--- src/rtl/div_float_pkg.sv ---
// div_float_pkg: shared types and helpers for the sequential float divider.
//   state_t   - top-level controller states
//   clog2_f   - ceiling log2 for sizing counters
//   fp_width  - total word width {sign, exp, man}
//   fp_bias   - exponent bias for a given exponent width
package div_float_pkg;

  typedef enum logic [1:0] {
    S_IDLE,
    S_DIV,
    S_NORM,
    S_DONE
  } state_t;

  function automatic int unsigned clog2_f(input int unsigned value);
    int unsigned r;
    r = 0;
    for (int unsigned i = 0; i < 32; i++) begin
      if ((64'd1 << i) < 64'(value)) r = i + 1;
    end
    return r;
  endfunction

  function automatic int unsigned fp_width(input int unsigned exp_w,
                                           input int unsigned man_w);
    return 1 + exp_w + man_w;
  endfunction

  function automatic int unsigned fp_bias(input int unsigned exp_w);
    return (32'd1 << (exp_w - 1)) - 1;
  endfunction

endpackage

--- src/rtl/div_mant_seq.sv ---
// div_mant_seq: radix-2 restoring mantissa divider, one quotient bit per clock.
//   i_clk, i_rst_n - clock, asynchronous active-low reset
//   i_start        - load i_ma / i_mb and begin a division
//   i_ma, i_mb     - mantissas with hidden bit, {1, man}
//   o_busy         - division in progress
//   o_done         - high in the cycle whose clock edge produces the last bit
//   o_q            - floor(ma * 2^(MAN_W+1) / mb), MAN_W+2 bits
module div_mant_seq
  import div_float_pkg::*;
#(
  parameter int unsigned MAN_W = 10
) (
  input  logic             i_clk,
  input  logic             i_rst_n,
  input  logic             i_start,
  input  logic [MAN_W:0]   i_ma,
  input  logic [MAN_W:0]   i_mb,
  output logic             o_busy,
  output logic             o_done,
  output logic [MAN_W+1:0] o_q
);

  localparam int unsigned RW    = MAN_W + 2;
  localparam int unsigned CNT_W = clog2_f(MAN_W + 3);

  logic [RW-1:0]    rem_q, rem_d;
  logic [MAN_W:0]   mb_q, mb_d;
  logic [RW-1:0]    quo_q, quo_d;
  logic [CNT_W-1:0] cnt_q, cnt_d;
  logic             busy_q, busy_d;

  logic [RW-1:0] step_rem, step_div, step_diff, step_next;
  logic          step_bit, last;

  always_comb begin
    // The first quotient bit is resolved on the start edge directly from the
    // operand inputs, so MAN_W+2 bits complete MAN_W+1 edges after start.
    step_rem  = i_start ? {1'b0, i_ma} : rem_q;
    step_div  = i_start ? {1'b0, i_mb} : {1'b0, mb_q};
    step_bit  = (step_rem >= step_div);
    step_diff = step_bit ? (step_rem - step_div) : step_rem;
    step_next = step_diff << 1;
    last      = busy_q && (cnt_q == CNT_W'(MAN_W + 1));

    rem_d  = rem_q;
    mb_d   = mb_q;
    quo_d  = quo_q;
    cnt_d  = cnt_q;
    busy_d = busy_q;

    if (i_start) begin
      rem_d  = step_next;
      mb_d   = i_mb;
      quo_d  = {{(RW-1){1'b0}}, step_bit};
      cnt_d  = CNT_W'(1);
      busy_d = 1'b1;
    end else if (busy_q) begin
      rem_d  = step_next;
      quo_d  = {quo_q[RW-2:0], step_bit};
      cnt_d  = cnt_q + 1'b1;
      busy_d = !last;
    end
  end

  always_ff @(posedge i_clk or negedge i_rst_n) begin
    if (!i_rst_n) begin
      rem_q  <= '0;
      mb_q   <= '0;
      quo_q  <= '0;
      cnt_q  <= '0;
      busy_q <= 1'b0;
    end else begin
      rem_q  <= rem_d;
      mb_q   <= mb_d;
      quo_q  <= quo_d;
      cnt_q  <= cnt_d;
      busy_q <= busy_d;
    end
  end

  assign o_busy = busy_q;
  assign o_done = last;
  assign o_q    = quo_q;

endmodule

--- src/rtl/div_float_seq.sv ---
// div_float_seq: multi-cycle floating-point divider with valid/ready on both
// sides. Format {sign, exp, man}; exponent 0 is zero (subnormals flushed), no
// inf/NaN. Mantissa truncated; exponent saturates or flushes with flags.
//   i_Clk, i_Rst_n          - clock, asynchronous active-low reset
//   i_Valid / o_Ready       - operand handshake
//   i_Dividend, i_Divisor   - operands, W bits
//   o_Valid / i_Ready       - result handshake
//   o_Quotient              - result, W bits
//   o_DivZero / o_Overflow / o_Underflow - result status, at most one high
module div_float_seq
  import div_float_pkg::*;
#(
  parameter int unsigned EXP_W = 5,
  parameter int unsigned MAN_W = 10,
  localparam int unsigned W    = fp_width(EXP_W, MAN_W)
) (
  input  logic         i_Clk,
  input  logic         i_Rst_n,
  input  logic         i_Valid,
  output logic         o_Ready,
  input  logic [W-1:0] i_Dividend,
  input  logic [W-1:0] i_Divisor,
  output logic         o_Valid,
  input  logic         i_Ready,
  output logic [W-1:0] o_Quotient,
  output logic         o_DivZero,
  output logic         o_Overflow,
  output logic         o_Underflow
);

  localparam int unsigned BIAS = fp_bias(EXP_W);
  localparam logic [EXP_W+1:0] BIAS_X = (EXP_W + 2)'(BIAS);

  state_t             state_q, state_d;
  logic               sign_q, sign_d;
  logic [EXP_W-1:0]   ea_q, ea_d;
  logic [EXP_W-1:0]   eb_q, eb_d;
  logic [W-1:0]       quot_q, quot_d;
  logic               divz_q, divz_d;
  logic               ovf_q, ovf_d;
  logic               unf_q, unf_d;
  logic               valid_q, valid_d;
  logic               ready_q, ready_d;

  logic               a_sign, b_sign;
  logic [EXP_W-1:0]   a_exp, b_exp;
  logic [MAN_W-1:0]   a_man, b_man;
  logic               accept;

  logic               core_start, core_busy, core_done;
  logic [MAN_W+1:0]   core_q;

  logic               norm_hi;
  logic [MAN_W-1:0]   norm_man;
  logic [EXP_W+1:0]   norm_e;
  logic               norm_ovf, norm_unf;

  assign a_sign = i_Dividend[W-1];
  assign a_exp  = i_Dividend[W-2 -: EXP_W];
  assign a_man  = i_Dividend[MAN_W-1:0];
  assign b_sign = i_Divisor[W-1];
  assign b_exp  = i_Divisor[W-2 -: EXP_W];
  assign b_man  = i_Divisor[MAN_W-1:0];
  assign accept = i_Valid && ready_q;

  div_mant_seq #(
    .MAN_W(MAN_W)
  ) u_mant (
    .i_clk   (i_Clk),
    .i_rst_n (i_Rst_n),
    .i_start (core_start),
    .i_ma    ({1'b1, a_man}),
    .i_mb    ({1'b1, b_man}),
    .o_busy  (core_busy),
    .o_done  (core_done),
    .o_q     (core_q)
  );

  always_comb begin
    // Quotient lies in [2^MAN_W, 2^(MAN_W+2)); the top bit picks the shift.
    // Exponent is evaluated modulo 2^(EXP_W+2), so bit EXP_W+1 is its sign.
    norm_hi  = core_q[MAN_W+1];
    norm_man = norm_hi ? core_q[MAN_W:1] : core_q[MAN_W-1:0];
    norm_e   = {2'b00, ea_q} - {2'b00, eb_q} + BIAS_X
             - {{(EXP_W+1){1'b0}}, ~norm_hi};
    norm_ovf = !norm_e[EXP_W+1] && norm_e[EXP_W];
    norm_unf = norm_e[EXP_W+1] || (norm_e == '0);

    state_d    = state_q;
    sign_d     = sign_q;
    ea_d       = ea_q;
    eb_d       = eb_q;
    quot_d     = quot_q;
    divz_d     = divz_q;
    ovf_d      = ovf_q;
    unf_d      = unf_q;
    core_start = 1'b0;

    case (state_q)
      S_IDLE: begin
        if (accept) begin
          sign_d = a_sign ^ b_sign;
          ea_d   = a_exp;
          eb_d   = b_exp;
          if (b_exp == '0) begin
            state_d = S_DONE;
            quot_d  = {a_sign ^ b_sign, {(W-1){1'b1}}};
            divz_d  = 1'b1;
            ovf_d   = 1'b0;
            unf_d   = 1'b0;
          end else if (a_exp == '0) begin
            state_d = S_DONE;
            quot_d  = '0;
            divz_d  = 1'b0;
            ovf_d   = 1'b0;
            unf_d   = 1'b0;
          end else begin
            state_d    = S_DIV;
            core_start = 1'b1;
          end
        end
      end
      S_DIV: begin
        // The idle check keeps the controller from stalling if the core ever
        // finished without being observed.
        if (core_done || !core_busy) state_d = S_NORM;
      end
      S_NORM: begin
        state_d = S_DONE;
        divz_d  = 1'b0;
        ovf_d   = norm_ovf;
        unf_d   = norm_unf;
        if (norm_ovf)      quot_d = {sign_q, {(W-1){1'b1}}};
        else if (norm_unf) quot_d = '0;
        else               quot_d = {sign_q, norm_e[EXP_W-1:0], norm_man};
      end
      S_DONE: begin
        if (valid_q && i_Ready) begin
          state_d = S_IDLE;
          divz_d  = 1'b0;
          ovf_d   = 1'b0;
          unf_d   = 1'b0;
        end
      end
      default: state_d = S_IDLE;
    endcase

    // o_Valid trails entry into DONE by one cycle, for both the special and
    // the normal path.
    valid_d = (state_q == S_DONE) && !(valid_q && i_Ready);
    ready_d = (state_d == S_IDLE);
  end

  always_ff @(posedge i_Clk or negedge i_Rst_n) begin
    if (!i_Rst_n) begin
      state_q <= S_IDLE;
      sign_q  <= 1'b0;
      ea_q    <= '0;
      eb_q    <= '0;
      quot_q  <= '0;
      divz_q  <= 1'b0;
      ovf_q   <= 1'b0;
      unf_q   <= 1'b0;
      valid_q <= 1'b0;
      ready_q <= 1'b1;
    end else begin
      state_q <= state_d;
      sign_q  <= sign_d;
      ea_q    <= ea_d;
      eb_q    <= eb_d;
      quot_q  <= quot_d;
      divz_q  <= divz_d;
      ovf_q   <= ovf_d;
      unf_q   <= unf_d;
      valid_q <= valid_d;
      ready_q <= ready_d;
    end
  end

  assign o_Ready     = ready_q;
  assign o_Valid     = valid_q;
  assign o_Quotient  = quot_q;
  assign o_DivZero   = divz_q;
  assign o_Overflow  = ovf_q;
  assign o_Underflow = unf_q;

endmodule

--- config.mk ---
export PLATFORM = sky130hd
export DESIGN_NAME = div_float_seq
export DESIGN_NICKNAME = d
export VERILOG_FILES = /design/src/rtl/div_float_pkg.sv /design/src/rtl/div_mant_seq.sv /design/src/rtl/div_float_seq.sv
export SDC_FILE = /design/constraint.sdc
export NUM_CORES = 1
export LEC_CHECK = 0
export ABC_AREA = 1
export CORE_AREA = 2 2 104 106
export DETAILED_ROUTE_END_ITERATION = 16
export DIE_AREA = 0 0 106 108
export GPL_ROUTABILITY_DRIVEN = 0
export PLACE_DENSITY = 0.75
export SKIP_LAST_GASP = 1
export SLEW_MARGIN = 40
export SYNTH_ARGS = -nofsm -noshare
export SYNTH_HDL_FRONTEND = slang
export SYNTH_SLANG_ARGS = --single-unit
export TNS_END_PERCENT = 50
--- constraint.sdc ---
create_clock -name i_Clk -period 6.2 [get_ports i_Clk]
set_input_delay 1.55 -clock i_Clk [delete_from_list [all_inputs] [get_ports i_Clk]]
set_output_delay 1.55 -clock i_Clk [all_outputs]
set_load 0.03 [all_outputs]
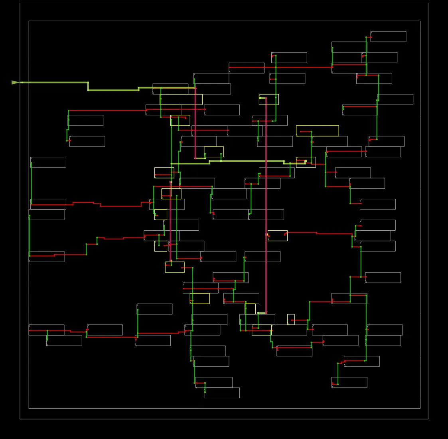
(images/final_clocks.png)
clock tree skew after final layout: 0.00803 ns
# clk buffers: 10
number of flip-flops and latches: 73
TritonCTS buffer count: 9

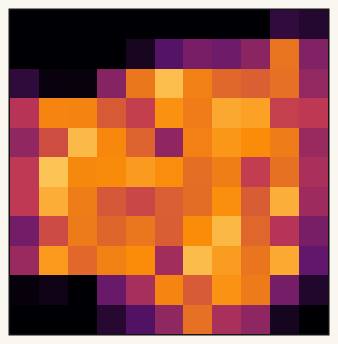
(images/density.png)
Drawn at 3 px/µm. 11 x 11 tiles, from black (low) to pale yellow (high), 0 to 100% covered.
fullest tile = 87%
nearly empty tiles = 17%
emptiest ninth of the die = top left
tiles over 75% full = 15%
mean over tiles = 46%

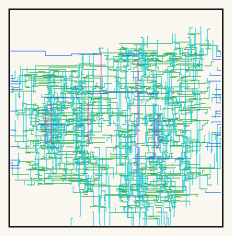
(images/metal_stack.png)
Drawn at 2 px/µm.
met4 -> magenta  # wire length 166 µm
met3 -> blue  # wire length 308 µm
met1 -> green  # wire length 4680 µm
met2 -> cyan  # wire length 4580 µm

==> impl_metrics.xml <==
<?xml version="1.0" encoding="UTF-8"?>
<metrics>
  <group name="logic_synthesis">
    <metric name="postSynthNetCount" unit="">675</metric>
    <metric name="synthTopCellsByArea" unit="">dfrtp_1 (39%), nand2_1 (12%), inv_1 (7.2%)</metric>
    <metric name="yosys_warnings" unit="">0</metric>
    <metric name="yosys_cells" unit="">614</metric>
    <metric name="postSynthAreaPerCell" unit="µm²">7.58</metric>
    <metric name="yosys.cell_types.count" unit="">39</metric>
    <metric name="syn-cell-area" unit="mm²">0.00466</metric>
  </group>
  <group name="power_and_ir_drop">
    <metric name="top_power_group" unit="">combinational cells</metric>
    <metric name="sequentialPowerShare" unit="%">23.5</metric>
    <metric name="power.leakage" unit="µW">0.00290</metric>
    <metric name="clock_power_share" unit="%">12.6</metric>
    <metric name="p_seq" unit="µW">806</metric>
    <metric name="switching_share" unit="%">49.1</metric>
    <metric name="p_int" unit="µW">1740</metric>
    <metric name="pwr-share-comb" unit="%">63.9</metric>
    <metric name="pg_comb" unit="µW">2190</metric>
    <metric name="clock_net_power" unit="µW">430</metric>
    <metric name="vdd.ir_drop.worst" unit="mV">0.339</metric>
  </group>
  <group name="run_status">
    <metric name="outcome" unit="">complete, no violations</metric>
  </group>
  <group name="grt">
    <metric name="grt_start_max_net_pins" unit="">53</metric>
    <metric name="met3_usage" unit="%">2.29</metric>
    <metric name="gr-max-usage-layer" unit="">met2</metric>
    <metric name="gr-usage-met2" unit="%">32.5</metric>
    <metric name="track_usage" unit="%">18.7</metric>
    <metric name="first_global_vias" unit="">3916</metric>
    <metric name="antenna_found_initial" unit="">0</metric>
    <metric name="met1_grt_util" unit="%">24.2</metric>
    <metric name="grt-ovfl-total" unit="">0</metric>
  </group>
  <group name="routing">
    <metric name="wl_met3" unit="µm">308</metric>
    <metric name="avgViaCountPerCell" unit="">4.94</metric>
    <metric name="top_metal_used" unit="">met4</metric>
    <metric name="wl_met2" unit="µm">4580</metric>
    <metric name="drtAntennaViolNets" unit="">0</metric>
    <metric name="wl_met1" unit="µm">4680</metric>
    <metric name="drt-total-wl" unit="µm">9740</metric>
    <metric name="drc" unit="">0</metric>
  </group>
  <group name="finish">
    <metric name="buf_share" unit="%">10.5</metric>
    <metric name="layout.area.top_class" unit="">logic gates</metric>
    <metric name="comb.multi_input.count" unit="">418</metric>
    <metric name="inverters" unit="">102</metric>
    <metric name="register_area" unit="mm²">0.00183</metric>
    <metric name="signal_buffers" unit="">59</metric>
    <metric name="layout.clock.cell_area_share" unit="%">4.16</metric>
    <metric name="share_of_post_route_cells_with_drive_strength_above_1" unit="%">9.58</metric>
    <metric name="seq-cell-share" unit="%">33.4</metric>
  </group>
  <group name="timing">
    <metric name="period_needed" unit="ns">4.80</metric>
    <metric name="rsz0062_at_grt" unit="">no</metric>
    <metric name="slew_headroom" unit="%">55.3</metric>
    <metric name="setup_viol_count_final" unit="">0</metric>
    <metric name="hold_violations" unit="">0</metric>
    <metric name="maxClockFrequency" unit="GHz">0.208</metric>
    <metric name="timing.final.max_slew_violations" unit="">0</metric>
    <metric name="tightest_slew" unit="ns">0.670</metric>
  </group>
  <group name="job">
    <metric name="cap_violations" unit="">0</metric>
    <metric name="log.warning_count" unit="">26</metric>
  </group>
  <group name="critical_path">
    <metric name="timing.critical_path.slowest_cell_delay" unit="ns">0.45</metric>
    <metric name="critPathCaptureType" unit="">register</metric>
    <metric name="timing.setup.critical_path_class" unit="">in -&gt; reg</metric>
    <metric name="timing.critical_path.from_type" unit="">input pin</metric>
    <metric name="critical_path_required" unit="ns">6.49</metric>
    <metric name="path_delay_family" unit="">simple AND/OR/NAND/NOR gates</metric>
    <metric name="timing.reg2reg.setup_slack" unit="ns">2.53</metric>
    <metric name="worst-path-buf-inv" unit="">3</metric>
    <metric name="critPathMostFrequentCell" unit="">nand2_1</metric>
    <metric name="critical_path.slowest_cell" unit="">clkdlybuf4s50_1</metric>
    <metric name="cell_chain_of_the_critical_path" unit="">clkdlybuf4s50_1 &gt; nand2_1 &gt; nor2_8 &gt; nand3_4 &gt; inv_1 &gt; buf_4 &gt; o21ai_2 &gt; ha_1 &gt; a21oi_1 &gt; nor2_1 &gt; nor2_1 &gt; nand3_1 &gt; nand2_1 &gt; nand2_1 &gt; nand2_1 &gt; nand3_1 &gt; nand2_1</metric>
  </group>
  <group name="worst_hold_path">
    <metric name="hold_end" unit="">u_mant.mb_q[10]</metric>
    <metric name="worst_hold_path_type" unit="">reg -&gt; reg</metric>
  </group>
  <group name="floorplanning">
    <metric name="core_area" unit="mm²">0.0102</metric>
  </group>
  <group name="clock_tree">
    <metric name="cts_buffer_depth" unit="">2</metric>
    <metric name="post-cts-setup-buffer-count" unit="">0</metric>
    <metric name="cts_hold_repair.buffers" unit="">0</metric>
  </group>
</metrics>
## per-stage QoR
stage | worst slack (ns) | utilization [%] | power, µW | hold WS [ns] | std cells
finish | 1.40 | 53.6 | 3420 | 0.467 | 804
global route | 1.02 | 53.6 | 3800 | 0.502 | 804
CTS | 1.44 | 53.6 | 3430 | 0.469 | 804
detailed placement | 1.10 | 51.3 | 2980 | 0.448 | 788
global placement | 1.18 | 51.3 | 2930 | 0.446 | 788
floorplan | 2.24 | - | 2550 | 0.428 | 614
## synth_stat cells (all sizes together)
library cell	number
nand2	158
inv	102
dfrtp	72
nand3	53
nor2	52
o21ai	49
a21oi	30
ha	22
buf	15
a31oi	12
or2	10
xor2	8
clkbuf	6
xnor2	5
nor3	4
fa	3
o21bai	3
nand3b	2
nand4	2
a21boi	1
a21o	1
a32oi	1
and3	1
dfstp	1
nor2b	1
## cells by family (layout without fill, tap and decap cells)
logic type	Yosys count	after routing	synth area share (%)
adder cells (fa/ha/maj)	25	25	7.20
AND/OR/NAND/NOR	283	283	26.6
XOR/XNOR	13	13	2.44
flip-flops	73	73	39.3
AND-OR/OR-AND	97	97	13.0
buffers and inverters	123	177	11.5
## worst max path at each step
stage            start              end  slack [ns]
4_1_cts        i_Valid  u_mant.rem_q[8]        1.44
2_1_floorplan  i_Valid  u_mant.rem_q[9]        2.24
3_3_place_gp   i_Valid  u_mant.rem_q[7]        1.18
6_report       i_Valid  u_mant.rem_q[9]        1.40
5_1_grt        i_Valid  u_mant.rem_q[9]        1.02
3_5_place_dp   i_Valid  u_mant.rem_q[2]        1.10
## state kept, by name, summed over array words and instances, names as in the netlist, 2 cells and up
register and flops:
o_Quotient 16, u_mant.o_q 12, u_mant.mb_q 11, u_mant.rem_q 11, ea_q 5, eb_q 5, u_mant.cnt_q 4, state_q 2
Power is estimated from default activity; no workload was simulated.
